<file path="src/rtl/debounce_scheduler.sv">
// rtl/debounce_scheduler.sv - time-multiplexed switch debouncer with prescaled scan FSM
module debounce_scheduler #(
    parameter int N_CH       = 4,
    parameter int TICK_DIV   = 16,
    parameter int STABLE_CNT = 3
) (
    input  logic            clk_amisha,
    input  logic            reset_amisha,
    input  logic            en_amisha,
    input  logic [N_CH-1:0] sw_amisha,
    output logic [N_CH-1:0] db_level_amisha,
    output logic [N_CH-1:0] db_tick_amisha,
    output logic            scan_busy_amisha,
    output logic [2:0]      scan_ch_amisha
);

    localparam int              PW         = $clog2(TICK_DIV);
    localparam logic [PW-1:0]   PRESC_LAST = PW'(TICK_DIV - 1);
    localparam logic [3:0]      CNT_LAST   = 4'(STABLE_CNT - 1);
    localparam logic [2:0]      CH_LAST    = 3'(N_CH - 1);

    typedef enum logic {IDLE, SCAN} state_t;

    state_t          state_q, state_d;
    logic [2:0]      ch_q, ch_d;
    logic [N_CH-1:0] sync1_q, sync2_q;
    logic [N_CH-1:0] level_q, tick_q;
    logic [3:0]      cnt_q [N_CH];
    logic [PW-1:0]   presc_q;
    logic            strobe;

    // Two-flop synchronizer; only sync2_q is ever used for decisions
    always_ff @(posedge clk_amisha) begin
        if (reset_amisha) begin
            sync1_q <= '0;
            sync2_q <= '0;
        end else begin
            sync1_q <= sw_amisha;
            sync2_q <= sync1_q;
        end
    end

    // Prescaler runs only while enabled and freezes otherwise
    always_ff @(posedge clk_amisha) begin
        if (reset_amisha) begin
            presc_q <= '0;
        end else if (en_amisha) begin
            presc_q <= (presc_q == PRESC_LAST) ? '0 : presc_q + 1'b1;
        end
    end

    assign strobe = en_amisha && (presc_q == PRESC_LAST);

    // Scan FSM state and channel pointer registers
    always_ff @(posedge clk_amisha) begin
        if (reset_amisha) begin
            state_q <= IDLE;
            ch_q    <= '0;
        end else begin
            state_q <= state_d;
            ch_q    <= ch_d;
        end
    end

    // Next state: a strobe starts a scan; a scan always runs to the last channel
    always_comb begin
        state_d = state_q;
        ch_d    = ch_q;
        case (state_q)
            IDLE: begin
                if (strobe) begin
                    state_d = SCAN;
                    ch_d    = '0;
                end
            end
            SCAN: begin
                if (ch_q == CH_LAST) begin
                    state_d = IDLE;
                    ch_d    = '0;
                end else begin
                    ch_d = ch_q + 3'd1;
                end
            end
            default: begin
                state_d = IDLE;
                ch_d    = '0;
            end
        endcase
    end

    // Debounce the serviced channel; tick marks a newly accepted high level
    always_ff @(posedge clk_amisha) begin
        if (reset_amisha) begin
            for (int i = 0; i < N_CH; i++) begin
                cnt_q[i] <= '0;
            end
            level_q <= '0;
            tick_q  <= '0;
        end else begin
            tick_q <= '0;
            if (state_q == SCAN) begin
                for (int i = 0; i < N_CH; i++) begin
                    if (ch_q == 3'(i)) begin
                        if (sync2_q[i] == level_q[i]) begin
                            cnt_q[i] <= '0;
                        end else if (cnt_q[i] == CNT_LAST) begin
                            level_q[i] <= sync2_q[i];
                            cnt_q[i]   <= '0;
                            tick_q[i]  <= sync2_q[i];
                        end else begin
                            cnt_q[i] <= cnt_q[i] + 4'd1;
                        end
                    end
                end
            end
        end
    end

    assign db_level_amisha  = level_q;
    assign db_tick_amisha   = tick_q;
    assign scan_busy_amisha = (state_q == SCAN);
    assign scan_ch_amisha   = ch_q;

endmodule

</file>
<file path="config.mk">
export PLATFORM = sky130hd
export DESIGN_NAME = debounce_scheduler
export DESIGN_NICKNAME = d
export VERILOG_FILES = /design/src/rtl/debounce_scheduler.sv
export SDC_FILE = /design/constraint.sdc
export NUM_CORES = 1
export LEC_CHECK = 0
export ABC_AREA = 1
export CORE_MARGIN = 1.5
export CORE_UTILIZATION = 62
export CTS_BUF_LIST = sky130_fd_sc_hd__clkbuf_16
export CTS_CLUSTER_DIAMETER = 40
export DETAILED_ROUTE_END_ITERATION = 10
export DONT_BUFFER_PORTS = 1
export HOLD_SLACK_MARGIN = 0.03
export PLACE_DENSITY_LB_ADDON = 0.12
export SYNTH_ARGS = -nofsm -noshare
export SYNTH_HDL_FRONTEND = slang
export SYNTH_SLANG_ARGS = --single-unit
</file>
<file path="constraint.sdc">
create_clock -name clk_amisha -period 1.8 [get_ports clk_amisha]
set_input_delay 0.36 -clock clk_amisha [delete_from_list [all_inputs] [get_ports clk_amisha]]
set_output_delay 0.36 -clock clk_amisha [all_outputs]
set_load 0.01 [all_outputs]
</file>
Figure 1. Wiring by layer.
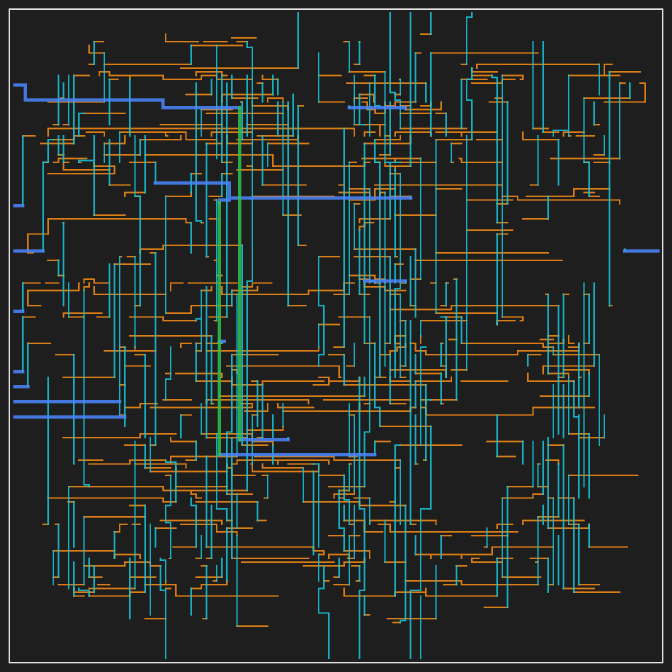
- met1: orange (wire length 1430 um)
- met4: green (wire length 52.6 um)
- met2: cyan (wire length 1680 um)
- met3: blue (wire length 103 um)
global routing usage summed across all routing layers: 0.217
vias after detailed routing: 1358
average detailed-routed wire length per instance: 12.9 um
Detailed Route WL: 3270 um

Figure 2. Sizing map.
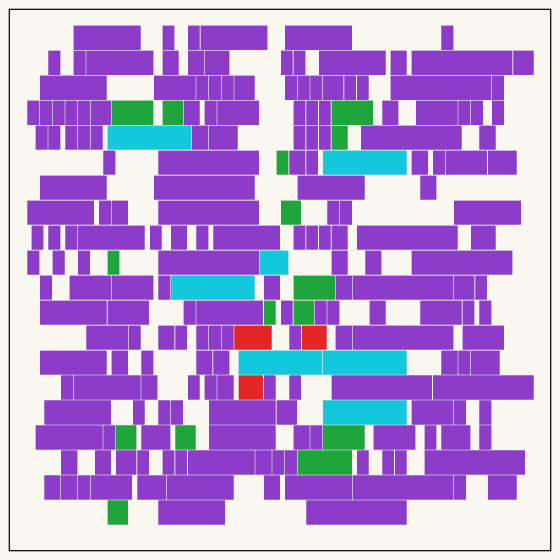
- drive 1 or less: purple (cells 196)
- drive 3 to 4: red (cells 3)
- drive 6 and up: cyan (cells 7)
- drive 2: green (cells 15)
count of non-CTS buffers in the layout: 2
worst setup slack after layout: 0.205 ns
final non-filler cell area: 0.00211 mm2
growth of design area from synthesis to finish: 9.27%

==> summary.txt <==
Notes on the flow outputs.

- The register-to-register path setup slack is 0.20 ns.
- The post-synth register bit count is 40.
- The category of the worst setup path capture point is a flip-flop.
- The core box area is 0.00300 mm2.
- Measured along the y axis, the die boundary spans 58.8 um.
- The net count after synthesis is 236.
- The number of pins with negative max-slew slack in the final report is 0.
- Per the synthesis report, the XOR/XNOR share of the synthesized area is 0.0402.
- The number of warning messages in the logs is 33.
- The most used standard cell by instance count after synthesis is nand2_1.
- The synthesized-area fraction occupied by ao, oa, aoi and oai cells is 0.0389.
- The synthesis report gives the async set-or-reset register share as 0.
- The setup total negative slack is 0 ns.
- The run finished with clean final reports.
- The synthesized netlist contains 25 unique library cells.
- The clock tree buffer depth reads 2.
- The transition at the pin with the smallest max-transition slack reads 0.585 ns.
- The initial utilization of the core area, before any placement, comes to 0.642.
- The placement row count reads 20.
- The kind of start point of the critical path reads a flip-flop.
- The peak fanout along the critical path is 5.
- The number of placed instances, taps included is 246.
- The total power density per cell area is 934 mW/mm2.
- The share of cell area taken by muxes after synthesis is 0.
- The sum of overflow across all layers after global routing is 0.
- The DRC violation count after routing reads 0.
- The routability-driven placement congestion ratio reads 0.752.
- The largest family of logic cells by area is simple AND/OR/NAND/NOR gates.
- The worst register-to-register path has a depth of 4.
- The mean number of vias per cell reads 5.35.
- Per the post-synthesis report, the number of cells in the design is 216.
- The cell sequence reported for the critical path is inv_1 > ha_1 > nand2_1 > o21ai_0.
- The initial antenna violation count is 0.
- For this design the top-level I/O count stands at 19.
- The mean instance size in the synthesized netlist is 8.93 um2.
- The total of warnings raised by yosys is 0.
- The layout net count reads 240.
- The ratio of cells with drive above 1 in the final layout reads 0.113.
- The first-iteration detailed-routing DRC count reads about 47.
- In the post-synthesis netlist, the biggest area contributors are dfxtp_1 (25%), edfxtp_1 (25%), ha_1 (8.4%).
- The max-slew headroom at the worst pin is 0.606.
- The final hold violation count is 0.
- The count of H-tree levels built during CTS reads 2.
- The reg-to-reg startpoint reads scan_ch_amisha[0]$_SDFFE_PP0P_.
- Of the post-synthesis cell area, the dominant cell type holds 0.249.
- The data arrival time reported for the critical path is 1.50 ns.
- The cell-mix breakdown from Yosys lists the adder-cell area share as 0.0843.
- Per the CTS log, the root buffer master is clkbuf_16.
- The critical hold path startpoint reads reset_amisha.
- The power report puts the leakage power at roughly 0.90 nW.
- The clock edge transition at the registers on the reported setup and hold paths reads about 0.060 ns.
- Of all cell types, the one taking the most synthesized area is dfxtp_1.
- Counting instances in the post-synthesis netlist gives the leading cell types as nand2_1 (33), inv_1 (30), nor2_1 (30), dfxtp_1 (24), edfxtp_1 (16).
- The via count of the first global-routing pass is 1289.
- The type of the setup path with the least slack reads reg -> reg.
- The number of gates resized after cts reads 0.
- Clock latency on the worst-skew pair, taken at its later pin, is 0.28 ns.
- The remaining number of nets flagged by the antenna check after routing is 0.
- The share of synthesized area occupied by flip-flops and latches is 0.498.
- The class of the most critical hold timing path is in -> reg.
- Among all stages on the critical path, the maximum delay recorded is about 0.49 ns.
- The post-place instance area is ~0.002 mm2.
- The worst VDD IR drop from the latest analysis is slightly below 0.0007 V.
- TritonCTS built the clock tree.
- The HPWL after detailed placement is 2460 um.
- The number of standard cells reported by yosys reads 216.
- The number of clock buffers inserted by TritonCTS is 5.
- The minimum clock period is about 1.6 ns.
- The post-CTS setup-driven buffer insertion count reads 0.
- The setup violation total in the final timing report is 0.
- The fmax reads approximately 630 MHz.
- The count of inserted antenna diode cells reads 0.
- The final worst-path cycle share is 0.886.
- The cell area after synthesis reads roughly 0.0019 mm2.
- The overall chip area is roughly 0.0035 mm2.
- The worst min-delay path endpoint is db_tick_amisha[1]$_SDFF_PP0_.
- The hold buffer count at cts is 0.
- Looking at the critical path, the single cell with the biggest stage delay is o21ai_0.
- The count of buffers inserted at the top-level ports reads 0.
- The wire length of the first global-routing pass is 5490 um.
- Yosys mapped a number of flops with a built-in enable equal to 16.
- The die outline width is between 50 and 60 um.
- The simple-gate portion of the synthesized area is 0.251.
- The data required time of the worst path reads 1.71 ns.
- The reported max-cap violation count reads 0.
- In the hold timing report, the worst path depth is 1.
- Setup repair after global routing left no endpoint under its margin.
- The leading register cell type out of synthesis reads dfxtp_1.
- The CTS sink count reads 40.
- After the flow finishes, the layout carries non-filler instances totaling around 250.
- Entering global routing, the biggest net connects 27 pins.
- The setup clock skew after layout reads 0.00452 ns.
- The first-pass iteration count of the detailed router is 4.
- The Yosys chip area is 0.00193 mm2.
- The critical register-to-register path endpoint reads cnt_q[2][1]$_SDFFCE_PN0P_.
-- how the worst max path moves through the flow --
| stage | end | startpoint |
|---|---|---|
| 6_report | cnt_q[2][1]$_SDFFCE_PN0P_ | scan_ch_amisha[0]$_SDFFE_PP0P_ |
| 5_1_grt | cnt_q[2][0]$_SDFFCE_PN0P_ | scan_ch_amisha[0]$_SDFFE_PP0P_ |
| 3_5_place_dp | cnt_q[2][0]$_SDFFCE_PN0P_ | scan_ch_amisha[0]$_SDFFE_PP0P_ |
| 2_1_floorplan | cnt_q[3][0]$_SDFFCE_PN0P_ | scan_ch_amisha[0]$_SDFFE_PP0P_ |
| 4_1_cts | cnt_q[2][3]$_SDFFCE_PN0P_ | scan_ch_amisha[0]$_SDFFE_PP0P_ |
| 3_3_place_gp | cnt_q[2][2]$_SDFFCE_PN0P_ | scan_ch_amisha[0]$_SDFFE_PP0P_ |
-- flip-flops by register name, summed over array words and instances (netlist names) --
name and count:
presc_q 4, db_level_amisha 4, sync2_q 4, cnt_q 16, scan_ch_amisha 3, db_tick_amisha 4
sync1_q 4, scan_busy_amisha 1
-- worst max-delay path: cells and delay by family, from the launching register on --
kind / cells / cell delay, ns
AOI/OAI and AO/OA: 1 / 0.49
buffers and inverters: 1 / 0.12
DFF: 1 / 0.37
and+or+nand+nor: 1 / 0.09
adders and majority gates: 1 / 0.15
-- placed cells by master, fill, tap and decap left out, drive strengths merged --
cell type and n:
edfxtp 16, xor2 3, nor2 34, a21oi 6, clkinv 1, nand2 36
nor3 13, xnor2 5, buf 2, clkbuf 6, dfxtp 24, o21bai 2
nand3 8, o21ai 6, inv 35, nand4 9, ha 13, nor4 2
-- report_power, final --
part	total, mW	internal, mW	switching (mW)
clock	0.910	0.589	0.321
sequential	0.989	0.968	0.0209
combinational	0.0705	0.0286	0.0419
total	1.97	1.59	0.384
-- cell type report --
class | count | area, um2
multi-input combinational | 137 | 800
clock inverter | 2 | 8.76
fill | 249 | 895
tap | 33 | 41.3
sequential | 40 | 961
inverter | 34 | 133
timing repair buffer | 2 | 15.0
clock buffer | 6 | 150
-- cell families after synthesis --
group / count (synthesis)
adder cells (fa/ha/maj): 13
AND/OR/NAND/NOR: 102
AND-OR/OR-AND: 14
XOR/XNOR: 8
flip-flops: 40
buffers and inverters: 39
-- through the flow --
| step | total power, mW | hold slack (ns) | utilization | worst slack, ns |
|---|---|---|---|---|
| final | 1.97 | 0.155 | 0.702 | 0.205 |
| after global routing | 2.04 | 0.145 | 0.702 | 0.0919 |
| after CTS | 1.98 | 0.143 | 0.702 | 0.204 |
| after detailed placement | 1.08 | 0.397 | 0.649 | 0.221 |
| after global placement | 1.07 | 0.397 | 0.649 | 0.327 |
| after floorplan | 1.07 | 0.388 | - | 0.351 |
-- layer usage --
metal | up-vias | wire (um) | global-route usage
met5 | - | 0 | 0
met4 | 0 | 52 | 0.101
met3 | 5 | 103 | 0.0571
met2 | 17 | 1680 | 0.373
met1 | 629 | 1430 | 0.251
li1 | 707 | - | -
Power is estimated from default activity; no workload was simulated.
